$ cat config.mk
export PLATFORM = sky130hd
export DESIGN_NAME = reaction_controller
export DESIGN_NICKNAME = d
export VERILOG_FILES = /design/src/rtl/reaction_controller.sv
export SDC_FILE = /design/constraint.sdc
export NUM_CORES = 1
export LEC_CHECK = 0
export CORE_AREA = 2 2 167 153
export DETAILED_ROUTE_END_ITERATION = 16
export DIE_AREA = 0 0 169 155
export PLACE_DENSITY_LB_ADDON = 0.2
export SLEW_MARGIN = 20
export SYNTH_ARGS = -nofsm -noshare
export SYNTH_HDL_FRONTEND = slang
export SYNTH_SLANG_ARGS = --single-unit
$ cat constraint.sdc
create_clock -name clk -period 3.5 [get_ports clk]
set_input_delay 0.525 -clock clk [delete_from_list [all_inputs] [get_ports clk]]
set_output_delay 0.525 -clock clk [all_outputs]
set_load 0.05 [all_outputs]
$ cat src/rtl/reaction_controller.sv
// ---------------------------------------------------------------------------
// reaction_controller
//
// Round sequencer for the reaction game. Each round: arm on btnS, wait a
// pseudo-random number of milliseconds, light "go", measure the reaction
// time in ms, then report the result or a false start. Drives the
// number/mode/select inputs of the display block.
//
// Parameters
//   TICK_DIV     clk cycles per 1 ms tick
//   MIN_WAIT_MS  minimum random delay before "go", in ms
//
// Ports
//   clk         system clock, all state on its rising edge
//   rst         asynchronous active-low reset (release synchronous to clk)
//   btnS        start / react / acknowledge (asynchronous to clk)
//   btnU        toggles result view between last and best time
//   btnD        clears best time
//   number      display value, 0..9999
//   mode        0 IDLE, 1 WAIT, 2 GO, 3 RESULT/FAULT
//   select      in mode 3: 1 = fault (blink) or best-time view
//   go          high only in GO
//   round_done  one-cycle pulse on the first cycle in RESULT or FAULT
//
// Output event semantics: round_done acts as a valid strobe with no ready.
// It is high for exactly one cycle, and number/mode/select presented in that
// same cycle are the round outcome; the consumer must sample them then or
// later while mode stays 3. There is no back-pressure.
// ---------------------------------------------------------------------------
module reaction_controller #(
    parameter int TICK_DIV    = 100000,
    parameter int MIN_WAIT_MS = 1000
) (
    input  logic        clk,
    input  logic        rst,
    input  logic        btnS,
    input  logic        btnU,
    input  logic        btnD,
    output logic [13:0] number,
    output logic [1:0]  mode,
    output logic        select,
    output logic        go,
    output logic        round_done
);

    typedef enum logic [2:0] {
        S_IDLE   = 3'd0,
        S_WAIT   = 3'd1,
        S_GO     = 3'd2,
        S_RESULT = 3'd3,
        S_FAULT  = 3'd4
    } state_t;

    localparam int              PW         = (TICK_DIV > 1) ? $clog2(TICK_DIV) : 1;
    localparam logic [PW-1:0]   TICK_LAST  = PW'(TICK_DIV - 1);
    localparam logic [12:0]     MIN_WAIT   = 13'(MIN_WAIT_MS);
    localparam logic [13:0]     MS_MAX     = 14'd9999;
    localparam logic [13:0]     MS_PRE_MAX = 14'd9998;
    localparam logic [15:0]     LFSR_SEED  = 16'hACE1;
    // Galois taps for x^16 + x^14 + x^13 + x^11 + 1 (right-shifting form).
    localparam logic [15:0]     LFSR_TAPS  = 16'hB400;

    state_t         state_q, state_d;
    logic [2:0]     sync1_q, sync2_q, prev_q;
    logic [15:0]    lfsr_q, lfsr_d;
    logic [PW-1:0]  presc_q, presc_d;
    logic [12:0]    wait_q, wait_d;
    logic [13:0]    ms_q, ms_d;
    logic [13:0]    last_q, last_d;
    logic [13:0]    best_q, best_d;
    logic           view_q, view_d;

    logic [13:0]    number_d;
    logic [1:0]     mode_d;
    logic           select_d, go_d, round_done_d;

    logic [2:0]     btn_rise;
    logic           rise_s, rise_u, rise_d;
    logic           tick;

    // Bit order in the synchronizer vectors: {btnD, btnU, btnS}.
    assign btn_rise = sync2_q & ~prev_q;
    assign rise_s   = btn_rise[0];
    assign rise_u   = btn_rise[1];
    assign rise_d   = btn_rise[2];
    assign tick     = (presc_q == TICK_LAST);

    always_comb begin
        state_d = state_q;
        wait_d  = wait_q;
        ms_d    = ms_q;
        last_d  = last_q;
        best_d  = best_q;
        view_d  = view_q;

        lfsr_d = {1'b0, lfsr_q[15:1]} ^ (lfsr_q[0] ? LFSR_TAPS : 16'h0000);

        case (state_q)
            S_IDLE: begin
                if (rise_s) begin
                    wait_d  = MIN_WAIT + 13'(lfsr_q[11:0]);
                    state_d = S_WAIT;
                end
            end
            S_WAIT: begin
                // A press always wins over a coinciding expiry.
                if (rise_s) begin
                    state_d = S_FAULT;
                end else if (tick) begin
                    wait_d = wait_q - 13'd1;
                    if (wait_q <= 13'd1) begin
                        state_d = S_GO;
                        ms_d    = 14'd0;
                    end
                end
            end
            S_GO: begin
                // The press latches the pre-increment count, even if a tick
                // lands on the same cycle.
                if (rise_s) begin
                    last_d  = ms_q;
                    state_d = S_RESULT;
                end else if (tick) begin
                    if (ms_q == MS_PRE_MAX) begin
                        ms_d    = MS_MAX;
                        last_d  = MS_MAX;
                        state_d = S_RESULT;
                    end else begin
                        ms_d = ms_q + 14'd1;
                    end
                end
            end
            S_RESULT: begin
                if (rise_u) view_d = ~view_q;
                if (rise_d) best_d = MS_MAX;
                if (rise_s) state_d = S_IDLE;
            end
            S_FAULT: begin
                if (rise_s) state_d = S_IDLE;
            end
            default: begin
                state_d = S_IDLE;
            end
        endcase

        // Entry into RESULT: fold the new time into best and show last.
        if (state_d == S_RESULT && state_q != S_RESULT) begin
            view_d = 1'b0;
            if (last_d < best_q) best_d = last_d;
        end

        // Restarting the prescaler on every state change makes the first
        // ms of each state a full ms.
        if (state_d != state_q || tick) presc_d = '0;
        else                            presc_d = presc_q + PW'(1);
    end

    // Outputs are computed from next-state values so the registered outputs
    // change on the same edge as the state.
    always_comb begin
        number_d     = 14'd0;
        mode_d       = 2'd0;
        select_d     = 1'b0;
        go_d         = 1'b0;
        round_done_d = 1'b0;

        case (state_d)
            S_IDLE: mode_d = 2'd0;
            S_WAIT: mode_d = 2'd1;
            S_GO: begin
                mode_d   = 2'd2;
                go_d     = 1'b1;
                number_d = ms_d;
            end
            S_RESULT: begin
                mode_d   = 2'd3;
                select_d = view_d;
                number_d = view_d ? best_d : last_d;
            end
            S_FAULT: begin
                mode_d   = 2'd3;
                select_d = 1'b1;
            end
            default: mode_d = 2'd0;
        endcase

        if ((state_d == S_RESULT || state_d == S_FAULT) && state_d != state_q)
            round_done_d = 1'b1;
    end

    always_ff @(posedge clk or negedge rst) begin
        if (!rst) begin
            state_q    <= S_IDLE;
            sync1_q    <= 3'b000;
            sync2_q    <= 3'b000;
            prev_q     <= 3'b000;
            lfsr_q     <= LFSR_SEED;
            presc_q    <= '0;
            wait_q     <= 13'd0;
            ms_q       <= 14'd0;
            last_q     <= 14'd0;
            best_q     <= MS_MAX;
            view_q     <= 1'b0;
            number     <= 14'd0;
            mode       <= 2'd0;
            select     <= 1'b0;
            go         <= 1'b0;
            round_done <= 1'b0;
        end else begin
            state_q    <= state_d;
            sync1_q    <= {btnD, btnU, btnS};
            sync2_q    <= sync1_q;
            prev_q     <= sync2_q;
            lfsr_q     <= lfsr_d;
            presc_q    <= presc_d;
            wait_q     <= wait_d;
            ms_q       <= ms_d;
            last_q     <= last_d;
            best_q     <= best_d;
            view_q     <= view_d;
            number     <= number_d;
            mode       <= mode_d;
            select     <= select_d;
            go         <= go_d;
            round_done <= round_done_d;
        end
    end

endmodule

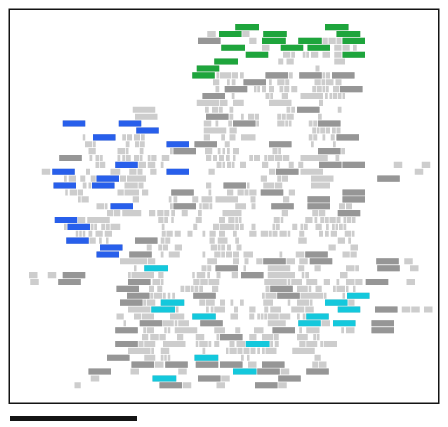
*Sequential cells grouped by signal name, run 1*
Scale bar: 50 um.
presc_q -> blue  # sequential cells 17, where left middle
lfsr_q -> green  # sequential cells 16
best_q -> cyan  # sequential cells 14
not coloured = 73

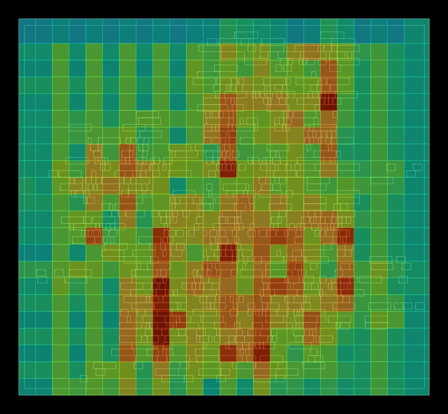
*Track usage over the die, run 1*
total track usage: 12.89%
routed len/inst: 16.23 um
met1 usage: 17.89%

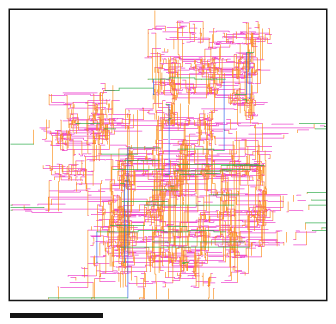
*Signal wires by layer, run 1*
Scale bar: 50 um.
metal 3 -> green  # wire length 819 um
metal 4 -> blue  # wire length 269 um
metal 2 -> orange  # wire length 7120 um
metal 1 -> magenta  # wire length 7650 um

==> impl_metrics.toml <==
# generated from flow reports
[detailed_routing]
drt_iter0_markers = 281
wl_met3_um = 819

[worst_setup_path]
endpoint_kind = "flop"
crit_path_start = "presc_q[0]"
crit_family = "AND-OR/OR-AND gates"
ff2ff_setup_slack_ns = 0.17

[power]
powerSeq_mw = 1.61
power.switching_mw = 1.139
pwr-share-clk_pct = 44.2
power_leader = "the clock network"

[layout]
drive_gt1_share_pct = 20.63
nClkBuffers = 24
final_common_cell = "dfrtp_1"
area_delta_synth_final_pct = 25.07
largest_register_ffs = 17
most-common-layout-cells = "dfrtp_1, nor2_1, buf_4, nand2_1, o21ai_0"
final_cells = 977
fin_nets = 675

[placed_design]
placedInstanceArea_um2 = 6800

[synth]
muxShareOfSynthArea_pct = 2.764
edf_count = 0
synth.cellmix.compoundShare_pct = 15.30
netlist_area_um2 = 6020

[grt]
grt.met3_usage_pct = 3.027

[worst_hold_path]
hp-class = "input pin to async pin"

[clocking]
cts_buffers = 17

[die]
die_w_um = 169

[outcome]
status = "finished clean"
No activity file was given, so power comes from the tool's default toggle rates.
